Figure 1. I/O nets highlighted.
Scale: 8 px per um.
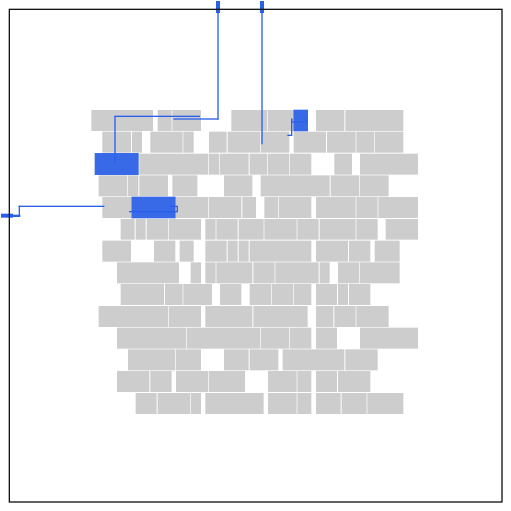
Figure 2. Placement view.
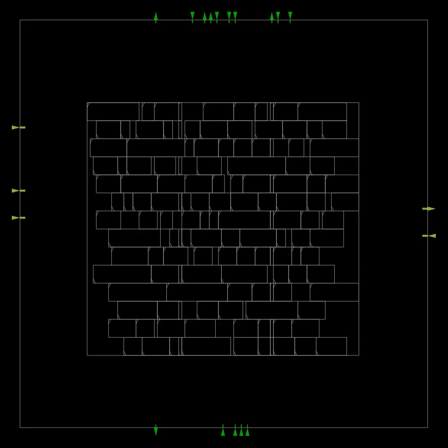
Figure 3. Wire density map.
Scale: 6 px per um. 12 x 12 tiles, from dark blue (low) to red (high), scaled to the fullest tile. Values are wire area over tile area, all layers added.
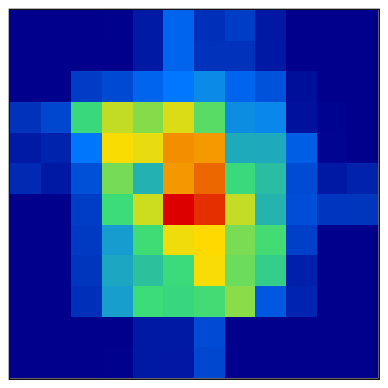
**src/rtl/para_shift_engine.sv**
```systemverilog
// Parametrised bit-vector engine: parallel load plus burst shift/rotate with a start/busy/done handshake.
// Latency: start at edge t, steps at edges t+1..t+len, done high during cycle t+len+1 (len=0: done at t+1).
// Backpressure: none; start/load are only honoured in IDLE and are silently dropped while busy or done.
// Optional macro PARA_SHIFT_PARITY_EN adds a registered XOR-reduce 'parity' output tracking q.
module para_shift_engine #(
  parameter int unsigned WIDTH = 3,
  parameter int unsigned INIT  = 1,
  parameter int unsigned CNT_W = 4
) (
  input  logic             clk,
  input  logic             rst_n,
  input  logic             load,
  input  logic [WIDTH-1:0] load_data,
  input  logic             start,
  input  logic [CNT_W-1:0] len,
  input  logic             dir,
  input  logic             rot,
  input  logic             sin,
  output logic [WIDTH-1:0] q,
  output logic             sout,
  output logic             busy,
  output logic             done
`ifdef PARA_SHIFT_PARITY_EN
  ,
  output logic             parity
`endif
);

  typedef enum logic [1:0] {
    IDLE = 2'd0,
    RUN  = 2'd1,
    DONE = 2'd2
  } state_t;

  localparam logic [WIDTH-1:0] INIT_V = INIT[WIDTH-1:0];
  localparam logic [CNT_W-1:0] CNT_ONE = CNT_W'(1);

  state_t           state_q, state_d;
  logic [CNT_W-1:0] cnt_q, cnt_d;
  logic [WIDTH-1:0] vec_q, vec_d;
  logic             sout_q, sout_d;
  logic             dir_q, dir_d;
  logic             rot_q, rot_d;

  logic             fill;
  logic             step_out;
  logic [WIDTH-1:0] step_vec;

  // Fill bit and outgoing bit for one step, using the direction/mode latched at start.
  always_comb begin
    fill     = sin;
    step_out = vec_q[WIDTH-1];
    if (dir_q) begin
      step_out = vec_q[0];
      fill     = rot_q ? vec_q[0] : sin;
    end else begin
      step_out = vec_q[WIDTH-1];
      fill     = rot_q ? vec_q[WIDTH-1] : sin;
    end
  end

  // A single-bit vector has nothing to slide: the fill bit simply becomes the new value.
  generate
    if (WIDTH == 1) begin : g_w1
      assign step_vec = fill;
    end else begin : g_wn
      assign step_vec = dir_q ? {fill, vec_q[WIDTH-1:1]} : {vec_q[WIDTH-2:0], fill};
    end
  endgenerate

  // Next-state and datapath update; load wins over start in IDLE, both ignored elsewhere.
  always_comb begin
    state_d = state_q;
    cnt_d   = cnt_q;
    vec_d   = vec_q;
    sout_d  = sout_q;
    dir_d   = dir_q;
    rot_d   = rot_q;
    case (state_q)
      IDLE: begin
        if (load) begin
          vec_d = load_data;
        end else if (start) begin
          dir_d   = dir;
          rot_d   = rot;
          cnt_d   = len;
          state_d = (len == '0) ? DONE : RUN;
        end
      end
      RUN: begin
        vec_d  = step_vec;
        sout_d = step_out;
        cnt_d  = cnt_q - CNT_ONE;
        if (cnt_q == CNT_ONE) begin
          state_d = DONE;
        end
      end
      DONE: begin
        state_d = IDLE;
      end
      default: begin
        state_d = IDLE;
      end
    endcase
  end

  // State and datapath registers; synchronous reset overrides everything, including a burst in flight.
  always_ff @(posedge clk) begin
    if (!rst_n) begin
      state_q <= IDLE;
      cnt_q   <= '0;
      vec_q   <= INIT_V;
      sout_q  <= 1'b0;
      dir_q   <= 1'b0;
      rot_q   <= 1'b0;
    end else begin
      state_q <= state_d;
      cnt_q   <= cnt_d;
      vec_q   <= vec_d;
      sout_q  <= sout_d;
      dir_q   <= dir_d;
      rot_q   <= rot_d;
    end
  end

`ifdef PARA_SHIFT_PARITY_EN
  logic parity_q;

  // Parity is computed from the next vector so it changes on the same edge as q.
  always_ff @(posedge clk) begin
    if (!rst_n) begin
      parity_q <= ^INIT_V;
    end else begin
      parity_q <= ^vec_d;
    end
  end

  assign parity = parity_q;
`endif

  assign q    = vec_q;
  assign sout = sout_q;
  assign busy = (state_q == RUN);
  assign done = (state_q == DONE);

endmodule
```
**config.mk**
```make
export PLATFORM = sky130hd
export DESIGN_NAME = para_shift_engine
export DESIGN_NICKNAME = d
export VERILOG_FILES = /design/src/rtl/para_shift_engine.sv
export SDC_FILE = /design/constraint.sdc
export NUM_CORES = 1
export LEC_CHECK = 0
export ABC_AREA = 0
export CAP_MARGIN = 20
export CORE_MARGIN = 10
export CORE_UTILIZATION = 41
export CTS_CLUSTER_DIAMETER = 40
export DETAILED_ROUTE_END_ITERATION = 16
export HOLD_SLACK_MARGIN = 0.05
export PLACE_DENSITY = 0.73
export SYNTH_ARGS = -nofsm -noshare
export SYNTH_HDL_FRONTEND = slang
export SYNTH_SLANG_ARGS = --single-unit
export TNS_END_PERCENT = 50
```
**constraint.sdc**
```tcl
create_clock -name clk -period 1.21 [get_ports clk]
set_clock_uncertainty 0.05 [all_clocks]
set_input_delay 0.363 -clock clk [delete_from_list [all_inputs] [get_ports clk]]
set_output_delay 0.363 -clock clk [all_outputs]
set_load 0.03 [all_outputs]
```
==> results_slide.txt <==
Synthesis and Place & Route Summary

Pwr
  – Pleak: about 0.52 nW
  – Total chip power: 1.330 mW

Worst setup path
  – Worst Path Arrival: 1000 ps
  – Worst setup path end: busy
  – Crit path from: state_q[0]$_SDFFE_PN0P_
  – Max Fanout on Critical Path: 5
  – Crit-path cells: and2b_2 > buf_6
  – RR Endpoint: q[1]$_SDFFE_PN0P_
  – R2R cell count: 6
  – R2r setup slk: -150 ps

Route
  – Drt first pass iters: 5
  – Vias per inst: 5.705
  – Iter 0 DRT Violations: 18

Placed design
  – GP Congestion: 0.8756
  – Pre-CTS setup slack: -530.9 ps

Synth
  – Area leader, netlist: dfxtp_1
  – Synth top cells by count: dfxtp_1 (12), nand2_1 (8), mux2i_1 (6), nor2_1 (6), o21ai_0 (6)
  – Post-Synth Adder-Cell Area: 0.03559
  – Main flop type: dfxtp_1
  – Dominant comb cell: AND-OR/OR-AND gates
  – Yosys stat cell total: ~80
  – Asr flop ratio synth: 0
  – MUX area fraction: 0.08541
  – Post-Synthesis Cells: roughly 80
  – Synth Area in Compound Gates: 0.2384
  – Ys Warns: 0

Status
  – Failing checks: setup timing
  – Status: finished, violations left

CTS
  – H-tree levels: 1
  – Num CTS Buffers: 3
  – Root Buffer: clkbuf_4

Finish
  – Top cells excl fill/tap: buf_4 (19), buf_6 (12), clkdlybuf4s50_1 (10)
  – Inserted Diodes: 0
  – Share of post-route cells with drive strength above 1: 0.5772
  – Area Overhead vs Synth: 81.67%
  – Gate Area: 545.5 sq um

Global routing
  – Pin count of the biggest net entering global routing: 8
  – Vias in the first global route: 774
  – Global route overflow: 0

STA
  – Post-route setup slack: -202.6 ps
  – Fmax: 0.7079 GHz
  – Slew Limit Fails: 0
  – Min Tclk post-route: 1413 ps
  – RSZ-0062 raised after global routing: yes
  – Final setup vio count: 13

Floorplan
  – Core Footprint: around 1600 sq um

Min path
  – Type of the most critical hold path: reg -> reg
Notes on Figure 1 above:
Blue is load_data, direction input, end cells 3, wire 76.8 um.
port bufs: 19
I/O pins: 20

Notes on Figure 2 above:
Seq cells: 12
non-filler cells, final: 139
Rows: 14
well tap count: 16
fraction of area in registers: 0.2037

Notes on Figure 3 above:
The densest ninth of the die: middle. The mean over all tiles is 0.11. 38% of the tiles are nearly empty.
Routed Wire Length: 2646 um
Total GRT Usage: 0.1280
Avg WL per Cell: 19.04 um
vias: 793

[metrics by stage]
step           hold WS, ps  setup TNS, ps
2_1_floorplan        402.7         -19.03
3_3_place_gp         418.4          -4638
3_5_place_dp         422.4          -4737
4_1_cts              430.0         -577.5
5_1_grt              469.5          -1898
6_report             454.0          -1249
[registers in the layout (all words and copies together), names as in the netlist]
name and count:
cnt_q 4, q 3, state_q 2, dir_q 1, rot_q 1, sout 1
[area by class of cell]
class,instances,share of cell area
Multi-Input combinational cell,60,0.4270
Timing Repair Buffer,44,0.3164
Clock buffer,4,0.02840
Tap cell,16,0.01567
Sequential cell,12,0.2037
Inverter,3,0.008815
[per-layer routing]
| layer | wire length, um | track usage |
|---|---|---|
| met1 | 1124 | 0.1465 |
| met2 | 1369 | 0.2145 |
| met3 | 112 | 0.05144 |
| met4 | 40 | 0.03822 |
| met5 | 0 | 0 |
[power groups by stage]
stage                     clock, mW  sequential (mW)  combinational, mW
after global routing          0.368            0.486              0.538
after detailed placement          0            0.474              0.350
after CTS                     0.345            0.473              0.402
after global placement            0            0.473              0.346
after floorplan                   0            0.492              0.172
final                         0.341            0.481              0.508
[critical path: cells and delay by family, from the launching register on]
kind / cells / cell delay (ps)
buffers and inverters: 1 / 140
AND/OR/NAND/NOR: 1 / 220
flip-flops: 1 / 350
[what timing repair did]
| item | in CTS | in global routing |
|---|---|---|
| gates resized | 32 | 26 |
| endpoints found under the setup margin | 15 | 18 |
| hold buffers | 0 | 0 |
| pin swaps | 6 | 13 |
| setup buffers | 6 | 3 |
Power and IR drop assume default switching activity.
